Design hoene_led_input_frontend_flat, sky130hd; sources not shown.
### Floorplan with the power grid, run 1

(6 px per µm) Pins as bars on the die edge.
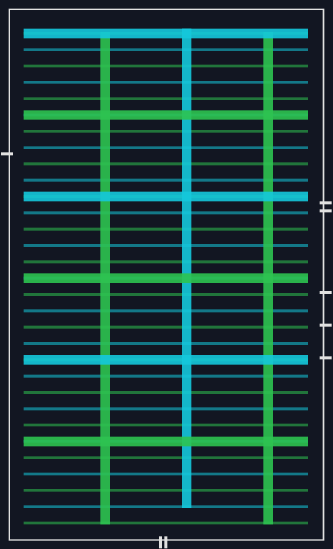
| net | color |
|---|---|
| VDD | cyan |
| VSS | green |
signal pins: 8
met4 straps: 3
die x size: 52.13 µm
chip height: 88.22 µm
area of the core: 3866 µm²

### Metal layers overlaid, run 1

(6 px per µm) Two of the layers only.
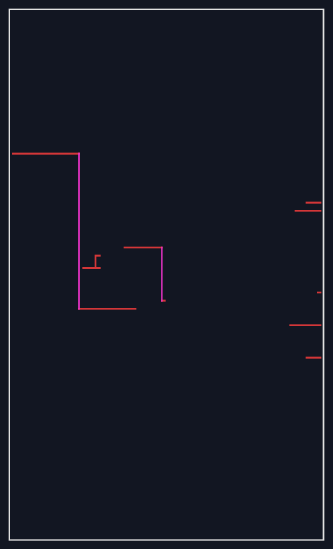
| layer | color | wire length |
|---|---|---|
| metal 4 | magenta | 34.7 µm |
| metal 3 | red | 46.5 µm |
final WL: 1.657 mm
DR WL/cell: 10.90 µm
Tot GR Track Use: 8.927%

### Clock distribution, run 1

(8 px per µm)
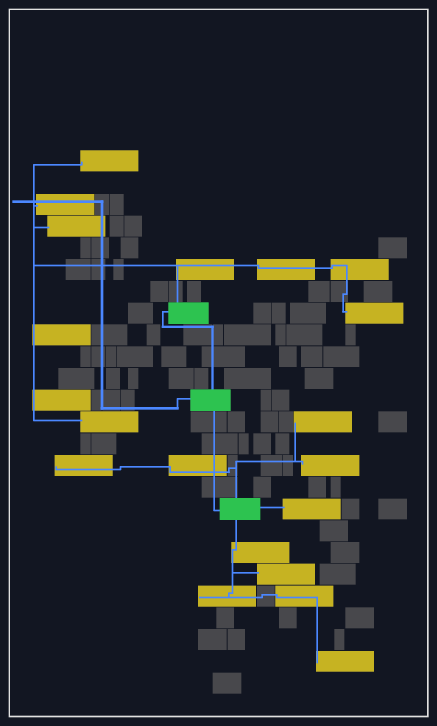
[clock drivers] green | count: 3
[flip-flops] yellow | count: 20
[clock wires] blue | length: 273 µm
routed clock nets: 4
Late-Pin Clk Latency: 0.25 ns
power of the clock network: 0.000188 W
Clock Power Share: 34.5%
clock skew: 0.0008063 ns

### Cells colored by class, run 1

(4 px per µm) Fill, decap, tap and diode cells in gray.
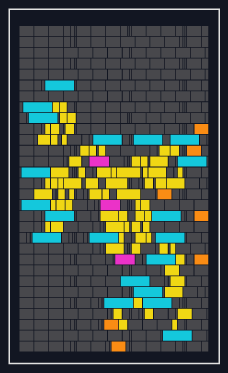
| class | color | cells | share of their area |
|---|---|---|---|
| remaining buffers and delay cells | orange | 7 | 6.7% |
| sequential cells | cyan | 20 | 39% |
| combinational and other logic | yellow | 74 | 51% |
| clock drivers | magenta | 3 | 4.0% |
Final Util: 28.45%
Design Area, Final: 1100 µm²
row cnt: 30

==> results_dict.tcl, run 1 <==
# metrics dict for downstream scripts
set metrics [dict create \
    outcome "finished clean" \
    syn_area_per_cell_um2 9.812 \
    min_path_cells 1 \
    clockRootBuffer "clkbuf_8" \
    cts_setup_buffers 0 \
    mostFrequentLayoutCells "dfxtp_1 (20), nor2b_1 (11), nor2_1 (9), ha_1 (9)" \
    max_freq_mhz 478.4 \
    grt_max_degree 14 \
    fp_nets 109 \
    crit_path_start_kind "register" \
    drtIter0Drc 8 \
    hold_buffers 0 \
    tightest_slew_ns 0.4952 \
    post_cts_resized 0 \
    path_clk_slew_ns 0.07 \
    finalMaxSlewViolations 0 \
    fillerInstances 417 \
    antennaDiodeCount 0 \
    io_pins 8 \
    critPathKind "reg -> reg" \
    ff_type "dfxtp_1" \
    min_period_ns 2.090 \
    antenna_found_initial 0 \
    edf_count 0 \
    r2r_slack_ns 0.61 \
    cts-htree-levels 1 \
    clock_path_buffers 2 \
    fin_tns_setup_ns 0 \
    syn_area_um2 932.1 \
    final_net_count 120 \
    syn2layout_area_growth_pct 17.99 \
    async_flop_share_pct 0 \
    cts_tree "built" \
    viasPerCell 4.618 \
    warnings 31 \
    hold_violations 0 \
    post-route-period-util_pct 77.41 \
    crit_fanout 4 \
    synthCells 95 \
    synthDistinctLibCells 29 \
    cts_sinks 20 \
    required_ns 2.82 \
    drive_gt1_share_pct 6.731 \
    irDropWorstVdd_v 0.0002401 \
    grt_pass1_vias 677 \
    chip_area_um2 4598 \
    reg2regPathDepth 7 \
    ys_ff 20 \
    largest_reg_flops 8 \
    total_power_w 0.0005462 \
    port_buffers 7 \
    maxCapViolCount 0 \
    p_leak_nw 0.4006 \
    vias 702 \
    ys_area_um2 932.1 \
    rsz0062_at_grt "false" \
    place.gp.congestion 0.7984 \
    hold_class "reg -> reg" \
    ys_seq_share_pct 42.95 \
    arrival_ns 2.21 \
    grt_pass1_wl_mm 2.946 \
    fp-utilization_pct 24.11 \
    grt_overflow 0 \
    ant_nets 0 \
    hold-worst-slack_ns 0.4371 \
    critPathCaptureType "register" \
    hpwl_mm 1.280 \
    yosys_cells 95 \
    first_pass_iters 4 \
    powerDensity_nw_per_um2 496.7 \
    finalSetupViolCount 0 \
    ys_warn_count 0 \
    relSlewSlack_pct 66.95 \
    drcViolationCount 0 \
    cts_made_buffers 3 \
    lay_top_count "dfxtp_1" \
]
==> run 1: through the flow <==
step / instances / instance area [µm²] / worst slack [ns]
global route: 152 / 1100 / 0.4931
detailed placement: 149 / 1059 / 0.6112
floorplan: 95 / 932.1 / 0.7415
finish: 152 / 1100 / 0.6099
CTS: 152 / 1100 / 0.5879
global placement: 149 / 1059 / 0.6652
==> run 1: cells in the mapped netlist, types with 3 or more instances <==
cell type	n	area (µm²)
dfxtp_1	20	400.4
nor2b_1	11	68.82
ha_1	9	112.6
nor2_1	9	33.78
inv_1	5	18.77
nand3_1	5	25.02
a21oi_1	4	20.02
o21ai_0	4	20.02
a31oi_1	3	18.77
==> run 1: routing by layer <==
metal,track usage (%),wire length (µm),part of all wire [%],vias up
met1,9.215,696,42,330
li1,-,-,-,357
met2,14.84,879,53,11
met5,-,0,0,-
met4,5.742,34,2.1,0
met3,2.027,46,2.8,4
==> run 1: layout make-up <==
type	count	area, µm²	share of cell area (%)
clock buffer	3	41.29	3.754
inverter	5	18.77	1.706
multi-input combinational	69	509.2	46.30
sequential	20	400.4	36.41
tap	48	60.06	5.461
timing repair buffer	7	70.07	6.371
==> run 1: logic make-up (layout without fill, tap and decap cells) <==
family | Yosys count | in the layout | share of synthesized area, %
simple gates | 36 | 36 | 21.48
flops | 20 | 20 | 42.95
compound gates | 17 | 17 | 13.29
fa+ha+maj | 11 | 11 | 14.23
buf+inv | 6 | 15 | 2.416
mux | 3 | 3 | 3.758
xor+xnor | 2 | 2 | 1.880
==> run 1: worst max-delay path, stage by stage (launching register included) <==
cell	delay [ns]
dfxtp_1	0.38
inv_1	0.08
ha_1	0.24
mux2_4	0.32
o311ai_2	0.33
and3_1	0.24
ha_1	0.23
nor3b_1	0.13
==> run 1: power breakdown <==
part / total (W) / switching (W) / leakage, nW / internal, W
combinational: 0.0000487 / 0.0000251 / 0.216 / 0.0000236
sequential: 0.000309 / 0.00000561 / 0.163 / 0.000303
clock: 0.000188 / 0.0000893 / 0.0216 / 0.0000991
total: 0.000546 / 0.000120 / 0.401 / 0.000426
==> run 2: changes to the inputs <==
clock period = 2.1 ns   (was 2.7 ns; I/O delays follow)
### Cells colored by class, run 2

(4 px per µm) Fill, decap, tap and diode cells in gray.
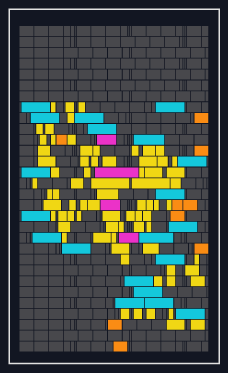
| class | color | cells | share of their area |
|---|---|---|---|
| combinational and other logic | yellow | 74 | 50% |
| remaining buffers and delay cells | orange | 9 | 7.6% |
| clock drivers and dummy loads | magenta | 4 | 6.4% |
| sequential cells | cyan | 20 | 36% |
Design Area, Final: 1174 µm²
Seq/total area: 34.54%
Final Util: 30.36%

==> results_dict.tcl, run 2 <==
# metrics dict for downstream scripts
set metrics [dict create \
    grt_pass1_vias 746 \
    r2r_slack_ns 0.06 \
    p_sw_share_pct 19.97 \
    syn_area_per_cell_um2 9.812 \
    coreArea_um2 3866 \
    antennaDiodeCount 0 \
    chipHeight_um 88.22 \
    relSlewSlack_pct 62.62 \
    required_ns 2.28 \
    yosys_cells 95 \
    grt_pass1_wl_mm 3.084 \
    fp-utilization_pct 24.11 \
    syn2layout_area_growth_pct 25.91 \
    num_rows 30 \
    syn_area_um2 932.1 \
    crit_fanout 4 \
    fp_nets 109 \
    cts_sinks 20 \
    layout.cells.non_filler 155 \
    clockRootBuffer "clkbuf_8" \
    placed_area_um2 1074 \
    top_cells_by_area "dfxtp_1 (43%), ha_1 (12%), nor2b_1 (7.4%)" \
    p_sw_w 0.0001697 \
    fillerInstances 411 \
    wl_per_cell_um 11.69 \
    outcome "finished clean" \
    lay_top_count "dfxtp_1" \
    ys_seq_share_pct 42.95 \
    drcViolationCount 0 \
    ys_warn_count 0 \
    ys_area_um2 932.1 \
    cts-htree-levels 1 \
    final_net_count 122 \
    synthDistinctLibCells 29 \
    hold_class "reg -> reg" \
    finalMaxSlewViolations 0 \
    post-route-period-util_pct 97.20 \
    synth.largest_area_cell "dfxtp_1" \
    p_int_w 0.0006801 \
    irDropWorstVdd_v 0.0003059 \
    maxCapViolCount 0 \
    reg2regPathDepth 8 \
    crit_path_start_kind "register" \
    clock_skew_ns 0.004736 \
    p_leak_nw 0.4252 \
    min_path_cells 1 \
    power_frac_clock_pct 44.8 \
    dp.cells 151 \
    cts_setup_buffers 0 \
    max_freq_mhz 489.9 \
    io_pins 8 \
    ys_ff 20 \
    clock_path_buffers 2 \
    path_clk_slew_ns 0.08 \
    finalSetupViolCount 0 \
    critPathKind "reg -> reg" \
    grtUsageTotal_pct 9.280 \
    port_buffers 7 \
    synth_top_area_share_pct 42.95 \
    first_pass_iters 2 \
    powerDensity_nw_per_um2 724.1 \
    grt_overflow 0 \
    vias 697 \
    antenna_found_initial 0 \
    ff_type "dfxtp_1" \
    drtIter0Drc 8 \
    tightest_slew_ns 0.5601 \
    mostFrequentLayoutCells "dfxtp_1 (18), nor2b_1 (10), nor2_1 (9), ha_1 (9)" \
    ys_top_cells_by_count "dfxtp_1 (20), nor2b_1 (11), ha_1 (9), nor2_1 (9)" \
    cts_made_buffers 3 \
    top_cell "dfxtp_1" \
    hold_violations 0 \
    largest_reg_flops 8 \
    power_frac_seq_pct 46.9 \
    ant_nets 0 \
    cts_tree "built" \
    drive_gt1_share_pct 13.08 \
    hpwl_mm 1.328 \
    clock.latency.late_pin_ns 0.26 \
    grt_max_degree 13 \
]
## run 2: cell counts after synthesis
No cell type changed its count.
## run 2: logic make-up (layout without fill, tap and decap cells)
kind of cell / Yosys count / after routing / synth area share (%)
fa+ha+maj: 11 / 11 / 14.23
flops: 20 / 20 / 42.95
xor+xnor: 2 / 2 / 1.880
compound gates: 17 / 17 / 13.29
mux: 3 / 3 / 3.758
buf+inv: 6 / 18 / 2.416
simple gates: 36 / 36 / 21.48
## run 2: worst max-delay path, stage by stage (launching register included)
cell	delay, ns
dfxtp_4	0.38
inv_1	0.06
ha_1	0.23
mux2_4	0.34
o311ai_4	0.32
and3_4	0.24
ha_1	0.14
a22oi_1	0.08
nor3b_1	0.17
## run 2: area by class of cell
type / instances / area [µm²] / share of cell area, %
clock buffer: 3 / 41.29 / 3.518
tap: 48 / 60.06 / 5.117
clock inverter: 1 / 30.03 / 2.559
timing repair buffer: 9 / 85.08 / 7.249
sequential: 20 / 405.4 / 34.54
multi-input combinational: 69 / 533.0 / 45.42
inverter: 5 / 18.77 / 1.599
## run 2: through the flow
stage                     total power [W]  hold WS, ns  setup TNS, ns  util, %  worst slack, ns
final                           0.0008498       0.4516              0    30.36          0.05885
after global routing            0.0008926       0.4794       -0.03146    30.36         -0.03146
after CTS                       0.0008615       0.4571              0    29.64          0.05226
after detailed placement        0.0004728       0.4343              0    27.77          0.03882
after global placement          0.0004717       0.4223              0    27.77          0.08738
after floorplan                 0.0004463       0.2816              0        -           0.1415
## run 2: routing by layer
metal	global-route usage, %	up-vias	routed length [µm]
met5	-	-	0
met2	16.23	8	951
met3	1.689	4	43
met1	9.215	326	775
li1	-	359	-
met4	5.742	0	42
## run 2: timing repair
item / 4_1_cts / 5_1_grt
pin swaps: 0 / 0
cloned: 0 / 0
gates resized: 1 / 7
hold endpoints to repair: 0 / 0
endpoints found under the setup margin: 1 / 1
hold buffers: 0 / 0
## run 2: power by group through the flow
stage                     registers, W  logic [W]  clock network, W
after floorplan               0.000409  0.0000373                 0
after CTS                     0.000398  0.0000671          0.000396
after detailed placement      0.000406  0.0000663                 0
after global routing          0.000400  0.0000803          0.000413
after global placement        0.000406  0.0000655                 0
final                         0.000398  0.0000712          0.000380
Power and IR drop assume default switching activity.
